==> config.mk <==
export PLATFORM = sky130hd
export DESIGN_NAME = esfa_sequencer_flat
export DESIGN_NICKNAME = d
export VERILOG_FILES = /design/src/rtl/esfa_sequencer_if.sv /design/src/rtl/esfa_sequencer.sv /design/src/flat_wrapper.sv
export SDC_FILE = /design/constraint.sdc
export NUM_CORES = 1
export LEC_CHECK = 0
export CAP_MARGIN = 20
export CORE_MARGIN = 2
export CORE_UTILIZATION = 35
export DETAILED_ROUTE_END_ITERATION = 6
export MAX_ROUTING_LAYER = met4
export PLACE_DENSITY_LB_ADDON = 0.1
export SETUP_SLACK_MARGIN = 0.4
export SLEW_MARGIN = 20
export SYNTH_ARGS = -nofsm -noshare
export SYNTH_HDL_FRONTEND = slang
export SYNTH_SLANG_ARGS = --single-unit
==> constraint.sdc <==
create_clock -name clk -period 2.9 [get_ports clk]
set_input_delay 0.58 -clock clk [delete_from_list [all_inputs] [get_ports clk]]
set_output_delay 0.58 -clock clk [all_outputs]
set_load 0.03 [all_outputs]
==> src/rtl/esfa_sequencer_if.sv <==
// Command/response port of the ESFA sequencer: valid/ready command in, valid/ready response out.
interface esfa_sequencer_if;
    logic       cmd_valid;
    logic       cmd_ready;
    logic [1:0] cmd_op;
    logic [7:0] cmd_handle;
    logic [7:0] cmd_index;
    logic [7:0] cmd_value;
    logic [7:0] cmd_sel;
    logic       rsp_valid;
    logic       rsp_ready;
    logic [7:0] rsp_value;
    logic       rsp_hit;
    logic       rsp_err;

    modport master (
        output cmd_valid, cmd_op, cmd_handle, cmd_index, cmd_value, cmd_sel, rsp_ready,
        input  cmd_ready, rsp_valid, rsp_value, rsp_hit, rsp_err
    );

    modport slave (
        input  cmd_valid, cmd_op, cmd_handle, cmd_index, cmd_value, cmd_sel, rsp_ready,
        output cmd_ready, rsp_valid, rsp_value, rsp_hit, rsp_err
    );
endinterface

==> src/rtl/esfa_sequencer.sv <==
// Expands one high-level command into a spaced micro-sequence of ESFA selector opcodes
// and reports the final (or aborting) step result; also owns the ESFA init reset pulse.
module esfa_sequencer #(
    parameter int unsigned SETTLE      = 1,
    parameter int unsigned INIT_CYCLES = 4,
    parameter int unsigned IDLE_SEL    = 8
) (
    input  logic              clk,
    input  logic              reset,
    esfa_sequencer_if.slave   host,
    output logic              busy,
    output logic              esfa_reset,
    output logic [7:0]        esfa_selector,
    output logic [7:0]        esfa_queried_handle,
    output logic [7:0]        esfa_new_index,
    output logic [7:0]        esfa_new_value,
    input  logic              esfa_result_bool,
    input  logic [7:0]        esfa_result_value
);
    localparam logic [7:0] IDLE_SEL8   = 8'(IDLE_SEL);
    localparam logic [7:0] SETTLE_LAST = 8'(SETTLE - 1);
    localparam logic [7:0] INIT_LAST   = 8'(INIT_CYCLES - 1);
    localparam logic [1:0] OP_ALLOC    = 2'd1;
    localparam logic [1:0] OP_UPDATE   = 2'd2;
    localparam logic [1:0] OP_RAW      = 2'd3;

    typedef enum logic [2:0] {S_INIT, S_IDLE, S_ISSUE, S_SETTLE, S_RESP} state_t;

    state_t     state;
    logic [7:0] cnt;
    logic [1:0] step;
    logic [1:0] op;
    logic [7:0] raw_sel;

    function automatic logic [7:0] prog_sel(input logic [1:0] o, input logic [1:0] s,
                                            input logic [7:0] raw);
        logic [7:0] r;
        r = 8'd2;
        case (o)
            2'd0: r = 8'd2;
            2'd1: r = 8'd5;
            2'd2: case (s)
                      2'd0:    r = 8'd2;
                      2'd1:    r = 8'd5;
                      2'd2:    r = 8'd6;
                      default: r = 8'd4;
                  endcase
            default: r = raw;
        endcase
        return r;
    endfunction

    function automatic logic must_hit(input logic [1:0] o, input logic [1:0] s);
        return (o == OP_ALLOC) || (o == OP_UPDATE && s <= 2'd1);
    endfunction

    function automatic logic [1:0] last_step(input logic [1:0] o);
        return (o == OP_UPDATE) ? 2'd3 : 2'd0;
    endfunction

    always_ff @(posedge clk or negedge reset) begin
        if (!reset) begin
            state               <= S_INIT;
            cnt                 <= '0;
            step                <= '0;
            op                  <= '0;
            raw_sel             <= '0;
            busy                <= 1'b1;
            esfa_reset          <= 1'b0;
            esfa_selector       <= IDLE_SEL8;
            esfa_queried_handle <= '0;
            esfa_new_index      <= '0;
            esfa_new_value      <= '0;
            host.cmd_ready      <= 1'b0;
            host.rsp_valid      <= 1'b0;
            host.rsp_value      <= '0;
            host.rsp_hit        <= 1'b0;
            host.rsp_err        <= 1'b0;
        end else begin
            case (state)
                // esfa_reset releases one cycle before IDLE so the array sees a clean edge first
                S_INIT: begin
                    if (!esfa_reset) begin
                        if (cnt == INIT_LAST) esfa_reset <= 1'b1;
                        else                  cnt        <= cnt + 8'd1;
                    end else begin
                        state          <= S_IDLE;
                        host.cmd_ready <= 1'b1;
                        busy           <= 1'b0;
                    end
                end
                S_IDLE: begin
                    if (host.cmd_valid) begin
                        host.cmd_ready      <= 1'b0;
                        busy                <= 1'b1;
                        op                  <= host.cmd_op;
                        raw_sel             <= host.cmd_sel;
                        esfa_queried_handle <= host.cmd_handle;
                        esfa_new_index      <= host.cmd_index;
                        esfa_new_value      <= host.cmd_value;
                        step                <= '0;
                        if (host.cmd_op == OP_RAW && host.cmd_sel >= IDLE_SEL8) begin
                            state          <= S_RESP;
                            host.rsp_valid <= 1'b1;
                            host.rsp_err   <= 1'b1;
                            host.rsp_value <= 8'hFF;
                            host.rsp_hit   <= 1'b0;
                        end else begin
                            state         <= S_ISSUE;
                            esfa_selector <= prog_sel(host.cmd_op, 2'd0, host.cmd_sel);
                        end
                    end
                end
                S_ISSUE: begin
                    esfa_selector <= IDLE_SEL8;
                    cnt           <= '0;
                    state         <= S_SETTLE;
                end
                S_SETTLE: begin
                    if (cnt != SETTLE_LAST) begin
                        cnt <= cnt + 8'd1;
                    end else if (must_hit(op, step) && !esfa_result_bool) begin
                        state          <= S_RESP;
                        host.rsp_valid <= 1'b1;
                        host.rsp_err   <= 1'b1;
                        host.rsp_value <= {6'd0, step};
                        host.rsp_hit   <= 1'b0;
                    end else if (step == last_step(op)) begin
                        state          <= S_RESP;
                        host.rsp_valid <= 1'b1;
                        host.rsp_err   <= 1'b0;
                        host.rsp_value <= esfa_result_value;
                        host.rsp_hit   <= esfa_result_bool;
                    end else begin
                        step          <= step + 2'd1;
                        state         <= S_ISSUE;
                        esfa_selector <= prog_sel(op, step + 2'd1, raw_sel);
                    end
                end
                S_RESP: begin
                    if (host.rsp_ready) begin
                        host.rsp_valid <= 1'b0;
                        host.cmd_ready <= 1'b1;
                        busy           <= 1'b0;
                        state          <= S_IDLE;
                    end
                end
                default: state <= S_INIT;
            endcase
        end
    end
endmodule

==> src/flat_wrapper.sv <==
// flat-port wrapper written by rule: the top's interface ports become plain ports
module esfa_sequencer_flat 
#(
    parameter int unsigned SETTLE      = 1,
    parameter int unsigned INIT_CYCLES = 4,
    parameter int unsigned IDLE_SEL    = 8
)
  (clk, reset, busy, esfa_reset, esfa_selector, esfa_queried_handle, esfa_new_index, esfa_new_value, esfa_result_bool, esfa_result_value, host_cmd_valid, host_cmd_op, host_cmd_handle, host_cmd_index, host_cmd_value, host_cmd_sel, host_rsp_ready, host_cmd_ready, host_rsp_valid, host_rsp_value, host_rsp_hit, host_rsp_err);
  esfa_sequencer_if host_i ();
  input  logic clk;
  input  logic reset;
  output logic busy;
  output logic esfa_reset;
  output logic [7:0] esfa_selector;
  output logic [7:0] esfa_queried_handle;
  output logic [7:0] esfa_new_index;
  output logic [7:0] esfa_new_value;
  input  logic esfa_result_bool;
  input  logic [7:0] esfa_result_value;
  input wire logic [$bits(host_i.cmd_valid)-1:0] host_cmd_valid;
  input wire logic [$bits(host_i.cmd_op)-1:0] host_cmd_op;
  input wire logic [$bits(host_i.cmd_handle)-1:0] host_cmd_handle;
  input wire logic [$bits(host_i.cmd_index)-1:0] host_cmd_index;
  input wire logic [$bits(host_i.cmd_value)-1:0] host_cmd_value;
  input wire logic [$bits(host_i.cmd_sel)-1:0] host_cmd_sel;
  input wire logic [$bits(host_i.rsp_ready)-1:0] host_rsp_ready;
  output wire logic [$bits(host_i.cmd_ready)-1:0] host_cmd_ready;
  output wire logic [$bits(host_i.rsp_valid)-1:0] host_rsp_valid;
  output wire logic [$bits(host_i.rsp_value)-1:0] host_rsp_value;
  output wire logic [$bits(host_i.rsp_hit)-1:0] host_rsp_hit;
  output wire logic [$bits(host_i.rsp_err)-1:0] host_rsp_err;
  assign host_i.cmd_valid = host_cmd_valid;
  assign host_i.cmd_op = host_cmd_op;
  assign host_i.cmd_handle = host_cmd_handle;
  assign host_i.cmd_index = host_cmd_index;
  assign host_i.cmd_value = host_cmd_value;
  assign host_i.cmd_sel = host_cmd_sel;
  assign host_i.rsp_ready = host_rsp_ready;
  assign host_cmd_ready = host_i.cmd_ready;
  assign host_rsp_valid = host_i.rsp_valid;
  assign host_rsp_value = host_i.rsp_value;
  assign host_rsp_hit = host_i.rsp_hit;
  assign host_rsp_err = host_i.rsp_err;
  esfa_sequencer #(.SETTLE(SETTLE), .INIT_CYCLES(INIT_CYCLES), .IDLE_SEL(IDLE_SEL)) u_core (.clk(clk), .reset(reset), .host(host_i), .busy(busy), .esfa_reset(esfa_reset), .esfa_selector(esfa_selector), .esfa_queried_handle(esfa_queried_handle), .esfa_new_index(esfa_new_index), .esfa_new_value(esfa_new_value), .esfa_result_bool(esfa_result_bool), .esfa_result_value(esfa_result_value));
endmodule
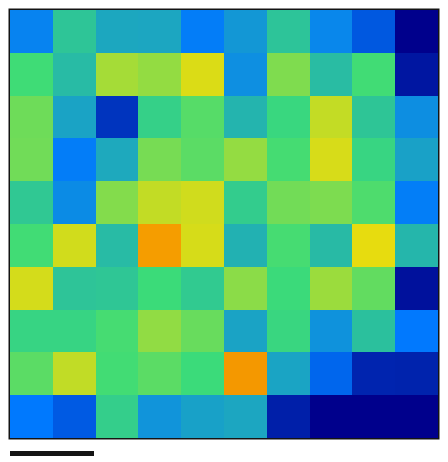
Fig. 1. Cell area per tile.
Scale bar: 20 microns. The die is cut into 10 by 10 equal tiles; dark blue is low, red is high, 0 to 100% covered.
densest ninth of the die	middle
nearly empty tiles	4.0%
emptiest ninth of the die	bottom right
fullest tile	83%
tiles over 75% full	2.0%
fin util: 50.3%
Core Region: 0.00924 sq mm
Init Core Util: 36.2%

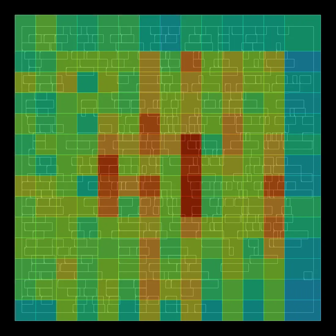
Fig. 2. Congestion heat map.
M1 GR Usage: 19.6%
drt wl/cell: 14.5 microns
total track usage: 15.8%
met3 Resource Use GR: 4.76%
GRT busiest layer: met2

==> results.sh <==
# flow metrics
export IMPL_n_all_inverters=17
export IMPL_seq_share_pct=37.2
export IMPL_hp_class="in -> async"
export IMPL_ys_types=53
export IMPL_nonClkBufAreaFrac_pct=21.2
export IMPL_edf_count=0
export IMPL_vias=2508
export IMPL_ys_ff=69
export IMPL_ys_sh_mux_pct=17.8
export IMPL_syn_mean_instance_area_sq_um=11.8
export IMPL_clkLatencyLatePin_ns=0.34
export IMPL_routed_top_layer="met4"
export IMPL_avgViaCountPerCell=4.84
export IMPL_wl_met1_microns=3450
export IMPL_clkbuf_count=11
export IMPL_lay_top_count="clkdlybuf4s50_1"
export IMPL_combPwrFrac_pct=52.3
export IMPL_antenna_found_initial=0
export IMPL_yosys_warnings=0
export IMPL_cp_required_ns=3.12
export IMPL_dpl_hpwl_microns=5370
export IMPL_hold_buffers=0
export IMPL_mostFrequentLayoutCells="clkdlybuf4s50_1, dfrtp_1, mux2_2, inv_1, nor2_1"
export IMPL_synth_area_top_cells="dfrtp_1, mux2_2, mux2i_1, ha_1, nor2_1"
export IMPL_endpoint="u_core.esfa_selector[0]$_DFFE_PN0P_"
export IMPL_cts_setup_buffers=0
export IMPL_cp_depth=8
export IMPL_final_cells=518
export IMPL_synthTopCellsByCount="dfrtp_1, mux2_2, nor2_1"
export IMPL_clock_area_share_pct=4.66
export IMPL_cts_root_buffer="clkbuf_8"
export IMPL_wl_met2_microns=3620
export IMPL_rr_worst_depth=8
export IMPL_crit_slowest_cell="dfrtp_1"
export IMPL_tool_warnings=29
export IMPL_postPlaceCellArea_sq_mm=0.00441
export IMPL_cellPowerDensity_mw_per_mm2=1150
export IMPL_switchingPower_uw=2130
export IMPL_grt_pass1_wl_microns=12500
export IMPL_yosys_area_top_type="dfrtp_1"
export IMPL_synth_cells=284
export IMPL_synth_nets=337
export IMPL_total_leakage_power_uw=0.00202
export IMPL_synthArstFlopShare_pct=100
export IMPL_crit_start="u_core.op[1]$_DFFE_PN0P_"
export IMPL_xor_area_share_pct=1.31
export IMPL_tap_cells=129
export IMPL_worstMarginPinSlew_ns=0.860
export IMPL_grt_max_degree=70
export IMPL_max_stage_delay_ns=0.41
export IMPL_synth_top_area_share_pct=50.1
export IMPL_swShare_pct=40.0
export IMPL_crit_type="reg -> reg"
export IMPL_fin_nets=437
export IMPL_slew_violations=0
export IMPL_hold_viol_final=0
export IMPL_ys_sh_simple_pct=11.4
export IMPL_comb_cells=188
export IMPL_setup_tns_ns=0
export IMPL_fmax_ghz=0.431
export IMPL_ff_count=69
export IMPL_io_pins=93
export IMPL_ys_sh_adder_pct=2.25
export IMPL_fin_crit_sh_pct=80.0
export IMPL_slew_headroom_pct=42.7
export IMPL_drcViolationCount=0
export IMPL_place_congestion=0.759
export IMPL_drt_iter0_drc=54
export IMPL_yosys_stat_seqShare_pct=51.7
export IMPL_clock_skew_ns=0.00908
export IMPL_cts_tree="built"
export IMPL_status="finished clean"
export IMPL_cts_resized_gates=0
export IMPL_clkTransAtPathRegs_ns=0.08
export IMPL_pg_seq_uw=1690
export IMPL_path_cells="nor2b_2, ha_1, nor2_1, o21ai_0, o221ai_1, a31oi_4, buf_12, mux2_2"
export IMPL_holdWs_ns=0.346
export IMPL_gr_total_overflow=0
export IMPL_drt_first_pass_iters=4
export IMPL_p_total_uw=5330
export IMPL_ys_cells=284
export IMPL_worst_path_dominant_cell_family="AND-OR/OR-AND gates"
export IMPL_place_ws_ns=0.203
export IMPL_cts_sinks=69
export IMPL_crit_buf_inv=1
export IMPL_r2r_end="u_core.esfa_selector[0]$_DFFE_PN0P_"
export IMPL_area_combinational_sq_mm=0.00149
export IMPL_wl_met3_microns=371
export IMPL_die_x_microns=102
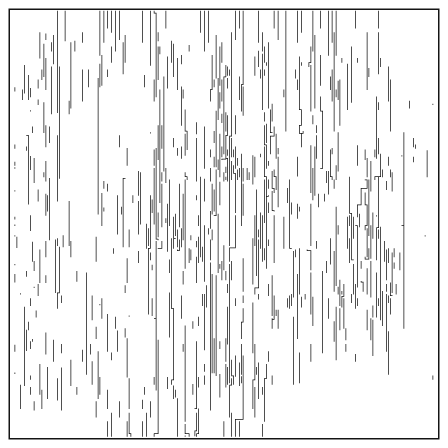
Fig. 3. Metal 2.
share of all routed wire	48%
main direction	vertical
nets with wire on the layer	392
final WL: 7530 microns
M2 GR Usage: 25.1%

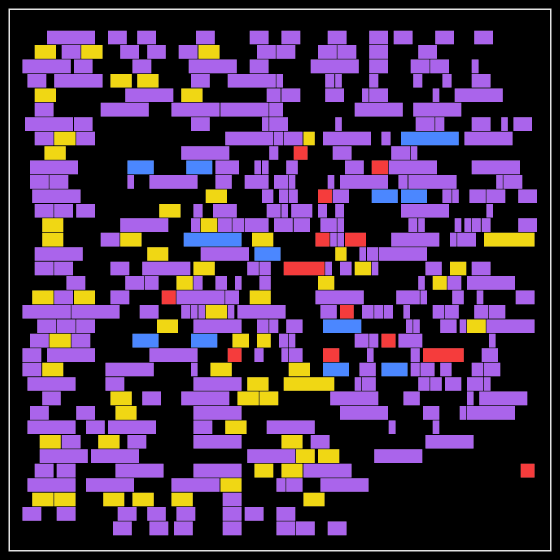
Fig. 4. Cell sizes after repair.
colour	size	cells	share
blue	drive 6 and up	12	3.1%
red	drive 3 to 4	13	3.3%
purple	drive 1 or less	305	78%
yellow	drive 2	59	15%
Non-clk bufs: 99
synthesis-to-finish area growth: 38.9%
Final Worst Setup Slack: 0.580 ns
design area: 0.00464 sq mm

